Local utilization:
13 x 13 tiles, from white (low) to dark blue (high), 0 to 100% covered.
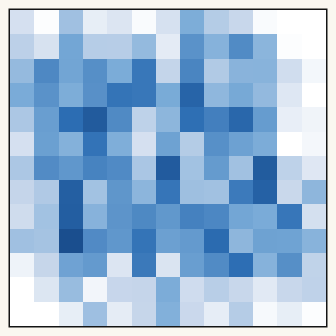
Placed standard cells:
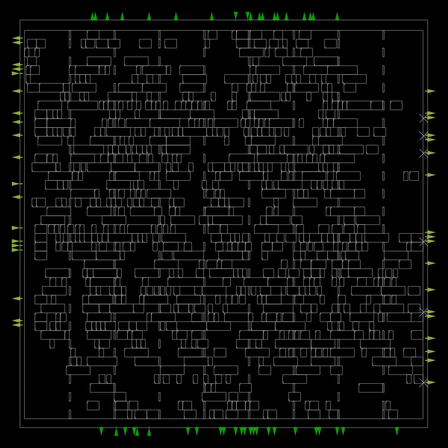
==> config.mk <==
export PLATFORM = sky130hd
export DESIGN_NAME = imem_loader
export DESIGN_NICKNAME = d
export VERILOG_FILES = /design/src/rtl/imem_loader_pkg.sv /design/src/rtl/imem_loader_word_assembler.sv /design/src/rtl/imem_loader.sv
export SDC_FILE = /design/constraint.sdc
export NUM_CORES = 1
export LEC_CHECK = 0
export ABC_CLOCK_PERIOD_IN_PS = 4900
export CORE_UTILIZATION = 34
export CTS_CLUSTER_DIAMETER = 60
export DETAILED_ROUTE_END_ITERATION = 12
export GPL_TIMING_DRIVEN = 0
export SLEW_MARGIN = 20
export SYNTH_ARGS = -nofsm -noshare
export SYNTH_HDL_FRONTEND = slang
export SYNTH_SLANG_ARGS = --single-unit
==> constraint.sdc <==
create_clock -name clk -period 4.9 [get_ports clk]
set_input_delay 0.98 -clock clk [delete_from_list [all_inputs] [get_ports clk]]
set_output_delay 0.98 -clock clk [all_outputs]
set_load 0.02 [all_outputs]
==> results.cfg <==
; implementation run metrics
[outcome]
status = complete, but fails checks
violations = DRC

[die]
chipArea_um2 = 15780
fp.dieW_um = 125.6

[power_and_ir_drop]
p_seq_mw = 1.03
p_sw_frac = 0.2251
p_comb_mw = 0.0961
p_comb_frac = 0.041

[finish]
comb_cells = 491
syn_to_final_growth_pct = 27.91

[sta]
grt_setup_unrepaired = no
finalSetupViolCount = 0
finalClockPeriodUsage = 0.5944

[synth]
synth.mux.area_fraction = 0.001927
ys_top_cells_by_count = 222 x nand2_1, 125 x dfxtp_1, 105 x a21oi_1
synth-simple-area-share = 0.2478
synthArstFlopShare = 0

[worst_setup_path]
crit_family = buffers and inverters
critPathKind = register to output pin
critPathArrivalTime_ns = 1.93

[detailed_routing]
drtAntennaViolNets = 0
routed_wl_um = 13780
drc = 6

[clock_network]
postCtsSetupBuffers = 0
clock_path_buffers = 2
clk_pin_slew_ns = 0.06
cts_max_level = 4

[placement]
place_area_um2 = 6071

[grt]
antenna_found_initial = 0
About 'local utilization':
nearly empty tiles: 6.5%
fullest tile: 88%
mean over tiles: 41%
emptiest ninth of the die: upper right
tiles over 75% full: 7.1%
Util after Layout: 0.4521
core area: 14700 um^2

About 'placed standard cells':
Filler cells: 1486
Non-Filler Instances: 955
num rows: 44

